## src/rtl/address_register_file_param.sv

```systemverilog
// Address register file: PC (index 0), SP (index 1) and general address
// registers (index 2..NREG-1, index 2 = AR).
//   Clock          rising-edge clock
//   rst            synchronous active-high reset
//   FunSel         00 dec, 01 inc, 10 load I, 11 clear
//   RegSel         per-register write enable (any combination)
//   I              load data
//   OutCSel/OutDSel read selects; values >= NREG read as 0
//   FlagClr        clears the sticky SP flags (a same-cycle event wins)
//   OutC/OutD      combinational read ports (pre-edge contents, no bypass)
//   SpOvf/SpUnf    sticky SP overflow / underflow flags

// One register slot. Bounded slots (SP) refuse to step past LO/HI and
// report the attempt instead; unbounded slots wrap modulo 2^WIDTH.
module address_register_file_cell #(
  parameter int                 WIDTH   = 16,
  parameter logic [WIDTH-1:0]   STEP    = 1,
  parameter logic [WIDTH-1:0]   RST_VAL = '0,
  parameter logic [WIDTH-1:0]   CLR_VAL = '0,
  parameter bit                 BOUNDED = 1'b0,
  parameter logic [WIDTH-1:0]   LO      = '0,
  parameter logic [WIDTH-1:0]   HI      = '1
) (
  input  logic             clk_i,
  input  logic             rst_i,
  input  logic             en_i,
  input  logic [1:0]       fun_i,
  input  logic [WIDTH-1:0] d_i,
  output logic [WIDTH-1:0] q_o,
  output logic             ovf_o,
  output logic             unf_o
);
  logic [WIDTH-1:0] q_q, q_d;

  always_comb begin
    q_d   = q_q;
    ovf_o = 1'b0;
    unf_o = 1'b0;
    if (en_i) begin
      case (fun_i)
        2'b00: if (BOUNDED && q_q == LO) unf_o = 1'b1;
               else                      q_d   = q_q - STEP;
        2'b01: if (BOUNDED && q_q == HI) ovf_o = 1'b1;
               else                      q_d   = q_q + STEP;
        2'b10: q_d = d_i;
        default: q_d = CLR_VAL;
      endcase
    end
  end

  always_ff @(posedge clk_i) begin
    if (rst_i) q_q <= RST_VAL;
    else       q_q <= q_d;
  end

  assign q_o = q_q;
endmodule

module address_register_file_param #(
  parameter int               WIDTH    = 16,
  parameter int               NREG     = 3,
  parameter int               SEL_W    = 2,
  parameter int               PC_STEP  = 1,
  parameter logic [WIDTH-1:0] PC_RESET = '0,
  parameter logic [WIDTH-1:0] SP_RESET = '1,
  parameter logic [WIDTH-1:0] SP_MIN   = '0,
  parameter logic [WIDTH-1:0] SP_MAX   = '1
) (
  input  logic             Clock,
  input  logic             rst,
  input  logic [1:0]       FunSel,
  input  logic [NREG-1:0]  RegSel,
  input  logic [WIDTH-1:0] I,
  input  logic [SEL_W-1:0] OutCSel,
  input  logic [SEL_W-1:0] OutDSel,
  input  logic             FlagClr,
  output logic [WIDTH-1:0] OutC,
  output logic [WIDTH-1:0] OutD,
  output logic             SpOvf,
  output logic             SpUnf
);
  logic [NREG-1:0][WIDTH-1:0] regs_q;
  logic [NREG-1:0]            ovf_evt, unf_evt;
  logic                       spovf_q, spovf_d, spunf_q, spunf_d;

  for (genvar k = 0; k < NREG; k++) begin : g_reg
    localparam logic [WIDTH-1:0] STEP = (k == 0) ? WIDTH'(PC_STEP) : WIDTH'(1);
    localparam logic [WIDTH-1:0] RSTV = (k == 0) ? PC_RESET : (k == 1) ? SP_RESET : '0;
    localparam logic [WIDTH-1:0] CLRV = (k == 1) ? SP_MIN : '0;
    address_register_file_cell #(
      .WIDTH(WIDTH), .STEP(STEP), .RST_VAL(RSTV), .CLR_VAL(CLRV),
      .BOUNDED(k == 1), .LO(SP_MIN), .HI(SP_MAX)
    ) u_cell (
      .clk_i(Clock), .rst_i(rst), .en_i(RegSel[k]), .fun_i(FunSel), .d_i(I),
      .q_o(regs_q[k]), .ovf_o(ovf_evt[k]), .unf_o(unf_evt[k])
    );
  end

  // A flag-setting event in the same cycle as FlagClr leaves the flag set.
  always_comb begin
    spovf_d = (|ovf_evt) | (spovf_q & ~FlagClr);
    spunf_d = (|unf_evt) | (spunf_q & ~FlagClr);
  end

  always_ff @(posedge Clock) begin
    if (rst) begin
      spovf_q <= 1'b0;
      spunf_q <= 1'b0;
    end else begin
      spovf_q <= spovf_d;
      spunf_q <= spunf_d;
    end
  end

  // Read muxes: unmatched selects (>= NREG) fall through to 0.
  always_comb begin
    OutC = '0;
    OutD = '0;
    for (int k = 0; k < NREG; k++) begin
      if (OutCSel == SEL_W'(k)) OutC = regs_q[k];
      if (OutDSel == SEL_W'(k)) OutD = regs_q[k];
    end
  end

  assign SpOvf = spovf_q;
  assign SpUnf = spunf_q;
endmodule

```

## config.mk

```make
export PLATFORM = sky130hd
export DESIGN_NAME = address_register_file_param
export DESIGN_NICKNAME = d
export VERILOG_FILES = /design/src/rtl/address_register_file_param.sv
export SDC_FILE = /design/constraint.sdc
export NUM_CORES = 1
export LEC_CHECK = 0
export ABC_AREA = 0
export CORE_ASPECT_RATIO = 1.4
export CORE_MARGIN = 2
export CORE_UTILIZATION = 60
export DETAILED_ROUTE_END_ITERATION = 8
export PLACE_DENSITY = 0.94
export REMOVE_ABC_BUFFERS = 1
export SYNTH_ARGS = -nofsm -noshare
export SYNTH_HDL_FRONTEND = slang
export SYNTH_SLANG_ARGS = --single-unit
```

## constraint.sdc

```tcl
create_clock -name Clock -period 8.06 [get_ports Clock]
set_clock_uncertainty 0.1 [all_clocks]
set_input_delay 1.612 -clock Clock [delete_from_list [all_inputs] [get_ports Clock]]
set_output_delay 1.612 -clock Clock [all_outputs]
set_load 0.02 [all_outputs]
```

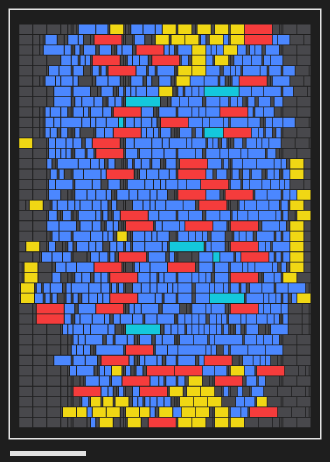
placement_by_type.png
Scale bar: 20 µm. Fill, decap, tap and diode cells in grey.
- red: sequential cells (cells 50; share of their area 18%)
- yellow: remaining buffers and delay cells (cells 68; share of their area 12%)
- cyan: clock drivers and dummy loads (cells 8; share of their area 2.6%)
- blue: combinational and other logic (cells 581; share of their area 68%)

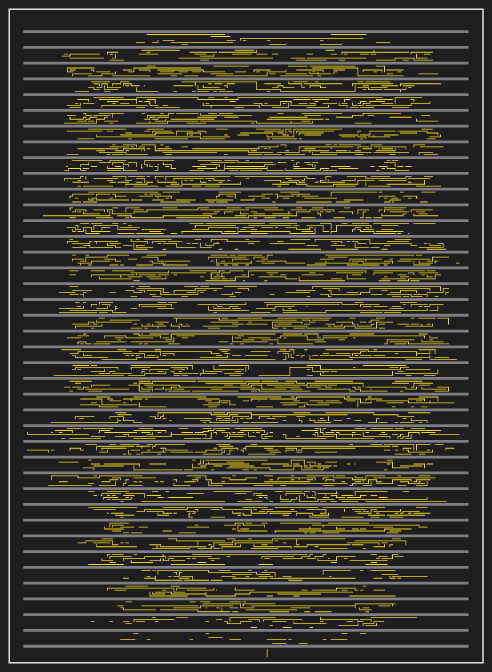
layer_met1.png
Supply wires on this layer in grey.
- share of all routed wire: 37%
- main direction: horizontal
DR vias: 5555
met1 Resource Use GR: 38.4%

==> flow_summary.toml <==
# flow metrics
[status]
run_status = "completed"

[clock_tree]
latest_clock_arrival_within_the_worst_skew_pair_ps = 300
clock-root-buffer = "sky130_fd_sc_hd__clkbuf_16"
numCtsBuffers = 5
cts.htree.levels = 2
tritoncts_clock_tree = "yes"

[floorplan]
floorplan.core_area_um2 = 8150
fp_util_pct = 61.9

[synthesis]
dominantRegCellSynth = "sky130_fd_sc_hd__dfxtp_1"
ys_sh_xor_pct = 6.77
synth.avg_cell_area_um2 = 7.54
synth_cell_type_count = 62
summed_standard_cell_area_reported_by_yosys_um2 = 5050
yosys-top-cells-area = "sky130_fd_sc_hd__dfxtp_1 20%, sky130_fd_sc_hd__ha_1 12%, sky130_fd_sc_hd__mux2i_1 6.9%"
post_synthesis_instance_area_um2 = 5050
yosysWarningCount = 0
largest_family_of_logic_cells_by_area = "AND-OR/OR-AND gates"

[layout]
area_occupied_by_multi_input_gates_um2 = 3840
register_area_um2 = 1000
area_growth_pct = 15.6
inverters = 14
nNonClkBuffers = 68
fillCellCount = 579

[critical_path]
max_stage_delay_ps = 1220
timing.critical_path.cells = "clkdlybuf4s50_1, nor2b_1, nand2_1, o21ai_0, clkdlybuf4s50_1"
rr_startpoint = "g_reg[1].u_cell.q_o[3]$_SDFFE_PP1P_"
timing.critical_path.from_type = "input port"
path_max_fanout = 17
end_kind = "primary output"
critical_path.top_delay_family = "buffers and inverters"

[grt]
groute.layer.met2.usage_pct = 59.2

[timing]
rsz0062_at_grt = "false"
totalNegativeSetupSlack_ps = 0
final-setup-viol-count = 0

[hold_path]
worst_hold_path.num_cells = 2

[detailed_routing]
route.detailed.vias_per_inst = 6.87
wire_per_inst_um = 19.3

[pwr]
switching_power_uw = 407
p_leak_uw = 0.00239
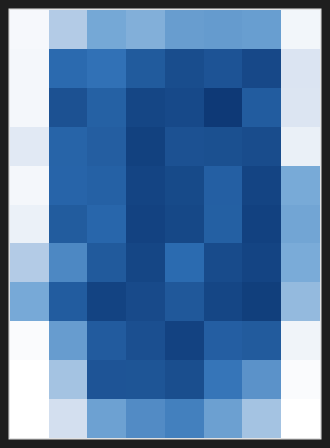
cell_density.png
8 x 11 tiles, from white (low) to dark blue (high), 0 to 100% covered.
- densest ninth of the die: centre
- tiles over 75% full: 55%
- fullest tile: 96%
- nearly empty tiles: 3.4%
- mean over tiles: 62%
- emptiest ninth of the die: lower left

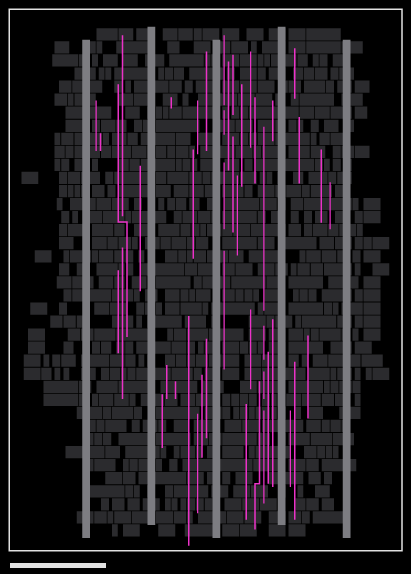
layer_met4.png
Scale bar: 20 µm. Supply wires on this layer in grey.
- nets with wire on the layer: 40
- wire length on this layer: 873 µm
- main direction: vertical
- share of all routed wire: 5.6%
- longest straight run: 47.6 µm

## power groups by stage
stage	Combinational, µW	Sequential, µW	Clock [µW]
floorplan	332	303	0
global placement	451	314	0
detailed placement	470	316	0
CTS	475	311	217
global route	525	316	226
finish	485	314	219
## stage by stage
stage | std cells | hold WS, ps | instance area [µm²] | utilization, % | setup slack [ps]
2_1_floorplan | 631 | 368 | 4890 | - | 2880
3_3_place_gp | 801 | 373 | 5690 | 69.8 | 1850
3_5_place_dp | 801 | 378 | 5690 | 69.8 | 1680
4_1_cts | 809 | 407 | 5830 | 71.6 | 1580
5_1_grt | 809 | 452 | 5830 | 71.6 | 1420
6_report | 809 | 394 | 5830 | 71.6 | 1440
## worst max path at each step
stage,cells past startpoint,startpoint,end,slack [ps]
6_report,5,OutCSel[0],OutC[5],1440
5_1_grt,5,OutCSel[0],OutC[5],1420
4_1_cts,5,OutCSel[0],OutC[5],1580
3_5_place_dp,5,OutCSel[0],OutC[5],1680
3_3_place_gp,5,OutCSel[0],OutC[5],1850
2_1_floorplan,10,FunSel[1],g_reg[1].u_cell.q_o[13]$_SDFFE_PP1P_,2880
## cell usage after synthesis, drive strengths merged (2+ instances only)
cell type  instances
nand2             82
o21ai             78
nor2              59
dfxtp             50
ha                50
a21oi             38
mux2i             35
clkbuf            32
xnor2             23
a21o              19
xor2              16
nand3             14
o211ai            14
a311oi            13
inv               13
a211oi            10
nor2b              9
o21a               9
a31oi              8
nand4              8
nor3               8
a221oi             7
o22ai              7
and3               6
buf                6
a41oi              5
nand2b             5
a21boi             4
nor3b              4
nor4               4
and2               3
and4               3
fa                 3
a2111oi            2
o211a              2
o21bai             2
o221ai             2
## state kept, by name, indices dropped and copies added (netlist names)
signal and count:
SpOvf 1, SpUnf 1, g.u_cell.q_o 48
No activity file was given, so power comes from the tool's default toggle rates.
